File: src/rtl/rv_pipe_hazard_cpu.sv
// rv_pipe_hazard_cpu: five-stage in-order pipeline for an RV subset
// (LD, SD, BEQ, ADDI, ADD/SUB/AND/OR/SLT) with hazard handling.
// BEQ resolves in EX. A taken branch squashes IF/ID and ID/EX.
// Build option RV_PIPE_FWD_EN: when defined, EX gets a forwarding network and
// only a load-use pair stalls. When undefined, ID interlocks on any in-flight
// producer in EX or MEM and relies on WB write-through.
module rv_pipe_hazard_cpu #(
  parameter int              XLEN     = 64,
  parameter logic [XLEN-1:0] RESET_PC = '0
) (
  input  logic            clock,
  input  logic            reset_n,
  output logic [XLEN-1:0] imem_addr,
  input  logic [31:0]     imem_data,
  output logic [XLEN-1:0] dmem_addr,
  output logic [XLEN-1:0] dmem_wdata,
  output logic            dmem_we,
  input  logic [XLEN-1:0] dmem_rdata,
  output logic            retire_valid,
  output logic [4:0]      retire_rd,
  output logic [XLEN-1:0] retire_data,
  output logic            stall,
  output logic            flush
);
  localparam logic [31:0] NOP = 32'h0000_0013;

  typedef enum logic [2:0] {C_NOP, C_LD, C_SD, C_BEQ, C_ADDI, C_ALU} cls_t;

  // Anything not in the supported subset collapses to C_NOP.
  function automatic cls_t f_cls(input logic [6:0] op, input logic [2:0] f3,
                                 input logic [6:0] f7);
    cls_t c;
    c = C_NOP;
    case (op)
      7'b0000011: if (f3 == 3'b011) c = C_LD;
      7'b0100011: c = C_SD;
      7'b1100011: c = C_BEQ;
      7'b0010011: if (f3 == 3'b000) c = C_ADDI;
      7'b0110011: begin
        if ((f7 == 7'b0000000 && (f3 == 3'b000 || f3 == 3'b111 ||
                                  f3 == 3'b110 || f3 == 3'b010)) ||
            (f7 == 7'b0100000 && f3 == 3'b000))
          c = C_ALU;
      end
      default: c = C_NOP;
    endcase
    return c;
  endfunction

  function automatic logic f_writes(input cls_t c);
    return (c == C_LD) || (c == C_ADDI) || (c == C_ALU);
  endfunction

  function automatic logic f_use2(input cls_t c);
    return (c == C_SD) || (c == C_BEQ) || (c == C_ALU);
  endfunction

  // True when an instruction of class c reading rs1/rs2 depends on producer rd.
  function automatic logic f_dep(input cls_t c, input logic [4:0] rs1,
                                 input logic [4:0] rs2, input logic [4:0] rd);
    return (rd != 5'd0) &&
           (((c != C_NOP) && (rs1 == rd)) || (f_use2(c) && (rs2 == rd)));
  endfunction

  logic [XLEN-1:0] r_pc;
  logic [31:0]     r_ifid_ir, r_idex_ir, r_exmem_ir, r_memwb_ir;
  logic [XLEN-1:0] r_ifid_pc, r_idex_pc;
  logic [XLEN-1:0] r_idex_a, r_idex_b;
  logic [XLEN-1:0] r_exmem_alu, r_exmem_sdata;
  logic [XLEN-1:0] r_memwb_val;
  logic [XLEN-1:0] r_regs [32];

  cls_t            w_id_cls, w_ex_cls, w_mem_cls, w_wb_cls;
  logic [4:0]      w_id_rs1, w_id_rs2, w_ex_rd, w_mem_rd, w_wb_rd;
  logic            w_wb_we;
  logic [XLEN-1:0] w_id_a, w_id_b;
  logic [XLEN-1:0] w_ex_a, w_ex_b, w_ex_res, w_ex_target;
  logic [XLEN-1:0] w_ex_imm_i, w_ex_imm_s, w_ex_imm_b;
  logic [XLEN-1:0] w_mem_val;
  logic            w_hz, w_flush, w_stall;
  logic            w_unused_bits;

  assign w_id_cls  = f_cls(r_ifid_ir[6:0], r_ifid_ir[14:12], r_ifid_ir[31:25]);
  assign w_ex_cls  = f_cls(r_idex_ir[6:0], r_idex_ir[14:12], r_idex_ir[31:25]);
  assign w_mem_cls = f_cls(r_exmem_ir[6:0], r_exmem_ir[14:12], r_exmem_ir[31:25]);
  assign w_wb_cls  = f_cls(r_memwb_ir[6:0], r_memwb_ir[14:12], r_memwb_ir[31:25]);

  assign w_id_rs1 = r_ifid_ir[19:15];
  assign w_id_rs2 = r_ifid_ir[24:20];
  assign w_ex_rd  = r_idex_ir[11:7];
  assign w_mem_rd = r_exmem_ir[11:7];
  assign w_wb_rd  = r_memwb_ir[11:7];
  assign w_wb_we  = f_writes(w_wb_cls) && (w_wb_rd != 5'd0);

  // Only opcode/funct/rd of the WB instruction matter.
  assign w_unused_bits = ^r_memwb_ir[24:15];

  // ID register read with WB write-through; x0 always reads zero.
  always_comb begin
    w_id_a = r_regs[w_id_rs1];
    w_id_b = r_regs[w_id_rs2];
    if (w_id_rs1 == 5'd0) w_id_a = '0;
    else if (w_wb_we && (w_wb_rd == w_id_rs1)) w_id_a = r_memwb_val;
    if (w_id_rs2 == 5'd0) w_id_b = '0;
    else if (w_wb_we && (w_wb_rd == w_id_rs2)) w_id_b = r_memwb_val;
  end

`ifdef RV_PIPE_FWD_EN
  logic [4:0] w_ex_rs1, w_ex_rs2;
  logic       w_mem_fwd;
  assign w_ex_rs1  = r_idex_ir[19:15];
  assign w_ex_rs2  = r_idex_ir[24:20];
  // A load in MEM has no data yet; the load-use stall keeps consumers away.
  assign w_mem_fwd = f_writes(w_mem_cls) && (w_mem_cls != C_LD) && (w_mem_rd != 5'd0);

  // EX operand select: newest producer wins (EX/MEM ALU, then MEM/WB).
  always_comb begin
    w_ex_a = r_idex_a;
    w_ex_b = r_idex_b;
    if (w_mem_fwd && (w_mem_rd == w_ex_rs1)) w_ex_a = r_exmem_alu;
    else if (w_wb_we && (w_wb_rd == w_ex_rs1)) w_ex_a = r_memwb_val;
    if (w_mem_fwd && (w_mem_rd == w_ex_rs2)) w_ex_b = r_exmem_alu;
    else if (w_wb_we && (w_wb_rd == w_ex_rs2)) w_ex_b = r_memwb_val;
  end

  assign w_hz = (w_ex_cls == C_LD) && f_dep(w_id_cls, w_id_rs1, w_id_rs2, w_ex_rd);
`else
  // Operands come straight from ID/EX; the interlock guarantees they are current.
  always_comb begin
    w_ex_a = r_idex_a;
    w_ex_b = r_idex_b;
  end

  assign w_hz = (f_writes(w_ex_cls)  && f_dep(w_id_cls, w_id_rs1, w_id_rs2, w_ex_rd)) ||
                (f_writes(w_mem_cls) && f_dep(w_id_cls, w_id_rs1, w_id_rs2, w_mem_rd));
`endif

  assign w_ex_imm_i  = {{(XLEN-12){r_idex_ir[31]}}, r_idex_ir[31:20]};
  assign w_ex_imm_s  = {{(XLEN-12){r_idex_ir[31]}}, r_idex_ir[31:25], r_idex_ir[11:7]};
  assign w_ex_imm_b  = {{(XLEN-13){r_idex_ir[31]}}, r_idex_ir[31], r_idex_ir[7],
                        r_idex_ir[30:25], r_idex_ir[11:8], 1'b0};
  assign w_ex_target = r_idex_pc + w_ex_imm_b;

  // EX ALU: arithmetic wraps at XLEN, loads/stores compute their address here.
  always_comb begin
    w_ex_res = '0;
    case (w_ex_cls)
      C_LD, C_ADDI: w_ex_res = w_ex_a + w_ex_imm_i;
      C_SD:         w_ex_res = w_ex_a + w_ex_imm_s;
      C_ALU: begin
        case (r_idex_ir[14:12])
          3'b000:  w_ex_res = r_idex_ir[30] ? (w_ex_a - w_ex_b) : (w_ex_a + w_ex_b);
          3'b111:  w_ex_res = w_ex_a & w_ex_b;
          3'b110:  w_ex_res = w_ex_a | w_ex_b;
          3'b010:  w_ex_res = {{(XLEN-1){1'b0}}, ($signed(w_ex_a) < $signed(w_ex_b))};
          default: w_ex_res = '0;
        endcase
      end
      default: w_ex_res = '0;
    endcase
  end

  // A taken branch overrides any bubble request; the stalled instruction is squashed.
  assign w_flush = (w_ex_cls == C_BEQ) && (w_ex_a == w_ex_b);
  assign w_stall = w_hz && !w_flush;

  // Front end: PC, IF/ID and ID/EX with flush/stall control.
  always_ff @(posedge clock or negedge reset_n) begin
    if (!reset_n) begin
      r_pc      <= RESET_PC;
      r_ifid_ir <= NOP;
      r_ifid_pc <= '0;
      r_idex_ir <= NOP;
      r_idex_pc <= '0;
      r_idex_a  <= '0;
      r_idex_b  <= '0;
    end else if (w_flush) begin
      r_pc      <= w_ex_target;
      r_ifid_ir <= NOP;
      r_ifid_pc <= '0;
      r_idex_ir <= NOP;
      r_idex_pc <= '0;
      r_idex_a  <= '0;
      r_idex_b  <= '0;
    end else if (w_stall) begin
      r_idex_ir <= NOP;
      r_idex_pc <= '0;
      r_idex_a  <= '0;
      r_idex_b  <= '0;
    end else begin
      r_pc      <= r_pc + XLEN'(4);
      r_ifid_ir <= imem_data;
      r_ifid_pc <= r_pc;
      r_idex_ir <= r_ifid_ir;
      r_idex_pc <= r_ifid_pc;
      r_idex_a  <= w_id_a;
      r_idex_b  <= w_id_b;
    end
  end

  assign w_mem_val = (w_mem_cls == C_LD) ? dmem_rdata : r_exmem_alu;

  // Back end: EX/MEM and MEM/WB always advance.
  always_ff @(posedge clock or negedge reset_n) begin
    if (!reset_n) begin
      r_exmem_ir    <= NOP;
      r_exmem_alu   <= '0;
      r_exmem_sdata <= '0;
      r_memwb_ir    <= NOP;
      r_memwb_val   <= '0;
    end else begin
      r_exmem_ir    <= r_idex_ir;
      r_exmem_alu   <= w_ex_res;
      r_exmem_sdata <= w_ex_b;
      r_memwb_ir    <= r_exmem_ir;
      r_memwb_val   <= w_mem_val;
    end
  end

  // Register file: reset to Regs[i]=i, written in WB, x0 never written.
  always_ff @(posedge clock or negedge reset_n) begin
    if (!reset_n) begin
      for (int i = 0; i < 32; i++) r_regs[i] <= XLEN'(i);
    end else if (w_wb_we) begin
      r_regs[w_wb_rd] <= r_memwb_val;
    end
  end

  assign imem_addr    = r_pc;
  assign dmem_addr    = r_exmem_alu;
  assign dmem_wdata   = r_exmem_sdata;
  assign dmem_we      = (w_mem_cls == C_SD);
  assign retire_valid = w_wb_we;
  assign retire_rd    = w_wb_rd;
  assign retire_data  = r_memwb_val;
  assign stall        = w_stall;
  assign flush        = w_flush;

endmodule

File: config.mk
export PLATFORM = sky130hd
export DESIGN_NAME = rv_pipe_hazard_cpu
export DESIGN_NICKNAME = d
export VERILOG_FILES = /design/src/rtl/rv_pipe_hazard_cpu.sv
export SDC_FILE = /design/constraint.sdc
export NUM_CORES = 2
export LEC_CHECK = 0
export CAP_MARGIN = 40
export CORE_ASPECT_RATIO = 1.4
export CORE_MARGIN = 5
export CORE_UTILIZATION = 60
export DETAILED_ROUTE_END_ITERATION = 10
export GPL_TIMING_DRIVEN = 0
export PLACE_DENSITY_LB_ADDON = 0.25
export SETUP_SLACK_MARGIN = 0.02
export SYNTH_ARGS = -nofsm -noshare
export SYNTH_HDL_FRONTEND = slang
export SYNTH_SLANG_ARGS = --single-unit
File: constraint.sdc
create_clock -name clock -period 6.65 [get_ports clock]
set_input_delay 0.665 -clock clock [delete_from_list [all_inputs] [get_ports clock]]
set_output_delay 0.665 -clock clock [all_outputs]
set_load 0.02 [all_outputs]
Fig. 1: local utilization
21 x 30 tiles, from white (low) to dark blue (high), 0 to 100% covered.
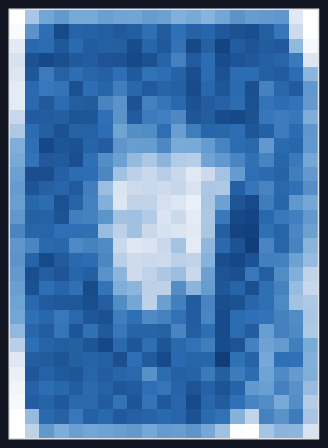
fullest tile: 95%
nearly empty tiles: 1.1%
tiles over 75% full: 46%
emptiest ninth of the die: centre
mean over tiles: 65%

==> reports/results.md <==
| Step | Result | Reported |
|---|---|---|
| yosys | Number of library cell types mapped by synthesis | 96 |
| yosys | Adder-cell share of the synthesized area | 2.763% |
| final timing | Post-route minimum period | 6.644 ns |
| finish | Logic share of the area | 44.69% |
| setup path | End of the worst register-to-register path | dmem_addr[63]$_DFF_PN0_ |
| final timing | Headroom to the max-slew limit | 26.64% |
| outcome | Status | finished clean |
| grt | Met3 global-route usage | 15.87% |
| yosys | Xor+xnor area frac | 1.581% |
| setup path | Maximum fanout along the worst path | 10 |
| finish | Number of multi-input combinational cells in the layout | 6949 |
| yosys | Area leader share | 43.66% |
| power and ir drop | Clock network power | 15.7 mW |
| yosys | Prevailing post-synth register cell | sky130_fd_sc_hd__dfrtp_1 |
| drt | Routed vias/inst | 7.135 |
| setup path | Endpoint class of the critical path | flop |
| finish | P&R area growth vs syn | 15.52% |
| setup path | Launching point of the worst reg2reg path | r_idex_ir[0]$_DFF_PN1_ |
| grt | Wire length of the first global-routing pass | 819.6 mm |
| finish | Count of filler cells inserted in the layout | 16.66k |
| yosys | Ys async rst share | 100.0% |
| power and ir drop | Combinational cell fraction of total power | 7.6% |
| placed design | Number of placed instances, taps included | 14.82k |
| finish | Post-route core utilization | 69.53% |
| setup path | Maximum single-stage delay on the critical path | 0.64 ns |
| drt | Initial drt markers | 12.94k |
| placed design | Worst setup timing slack at the placement stage | 0.1683 ns |
| power and ir drop | Total internal power | 26.09 mW |
| job | Number of warning messages in the logs | 239 |
| grt | Number of antenna violations at the first check in global routing | 76 |
| setup path | Cell with the largest stage delay on the worst path | sky130_fd_sc_hd__o21ai_0 |
| power and ir drop | Largest power group | registers |
| finish | Top library cells by usage in the layout, fill and taps aside | sky130_fd_sc_hd__dfrtp_1, sky130_fd_sc_hd__mux2_2, sky130_fd_sc_hd__mux4_2 |
| power and ir drop | Power attributed to sequential cells | 16.4 mW |
| finish | Sequential share of cell area | 39.22% |
| cts | Cell at the root of the clock tree | sky130_fd_sc_hd__clkbuf_16 |
| floorplanning | Number of well taps | 3255 |
| final timing | Slew at the pin closest to its max-slew limit | 1.100 ns |
| yosys | Mean instance size in the synthesized netlist | 13.58 sq um |
| finish | ANT cells | 109 |
| setup path | Worst setup path category | reg2reg |
| grt | Most used routing layer in global routing | met2 |
| yosys | Share of synthesized cell area in and, or, nand and nor gates | 4.760% |
| power and ir drop | Pwr Density | 204.1 mW/mm^2 |
| yosys | Largest logic family | multiplexers |
| yosys | AND-OR/OR-AND share of the synthesized area | 5.894% |
| power and ir drop | Switching power total | 8.644 mW |
| grt | Overflow left after global routing | 0 |
| drt | Highest routing layer actually used | met5 |
| cts | Number of buffers added by the clock tree synthesis step | 270 |
| power and ir drop | Proportion of power drawn by flip-flops and latches | 47.3% |
| setup path | Beginning of the critical path | r_idex_ir[0]$_DFF_PN1_ |
| min path | Hold path endpoint | r_memwb_ir[1]$_DFF_PN1_ |
| floorplanning | Die ar. | 0.2557 sq mm |
| min path | Hold Path Depth | 0 |
| setup path | Data required time at the worst endpoint | 7.30 ns |
| setup path | Arrival time at the worst endpoint | 7.30 ns |
| final timing | RSZ-0062 raised after global routing | false |
| setup path | Levels on crit path | 19 |
| power and ir drop | Final Total Pwr | 34.73 mW |
| drt | Met3 WL post-DR | 62.17 mm |
| setup path | Startpoint type of the worst setup path | flop |
Fig. 2: met2 routing
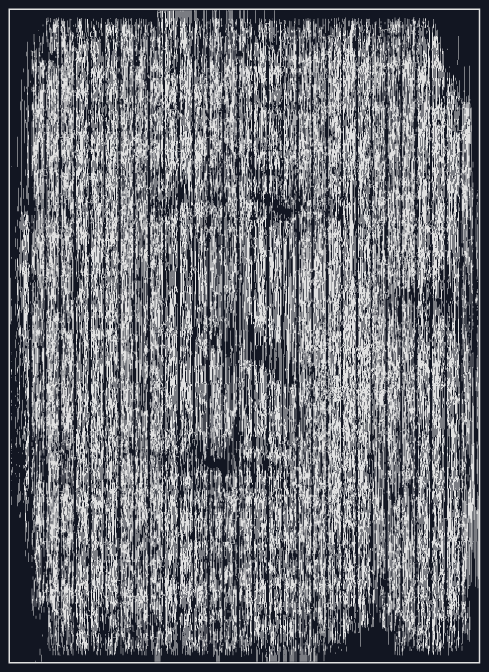
share of all routed wire: 45%
wire length on this layer: 258 mm
longest straight run: 145 um
main direction: vertical
nets with wire on the layer: 11293
fraction of met2 tracks used by global routing: 67.01%
drt total wl: 573.9 mm
total number of vias: 110.0k

No activity file was given, so power comes from the tool's default toggle rates.
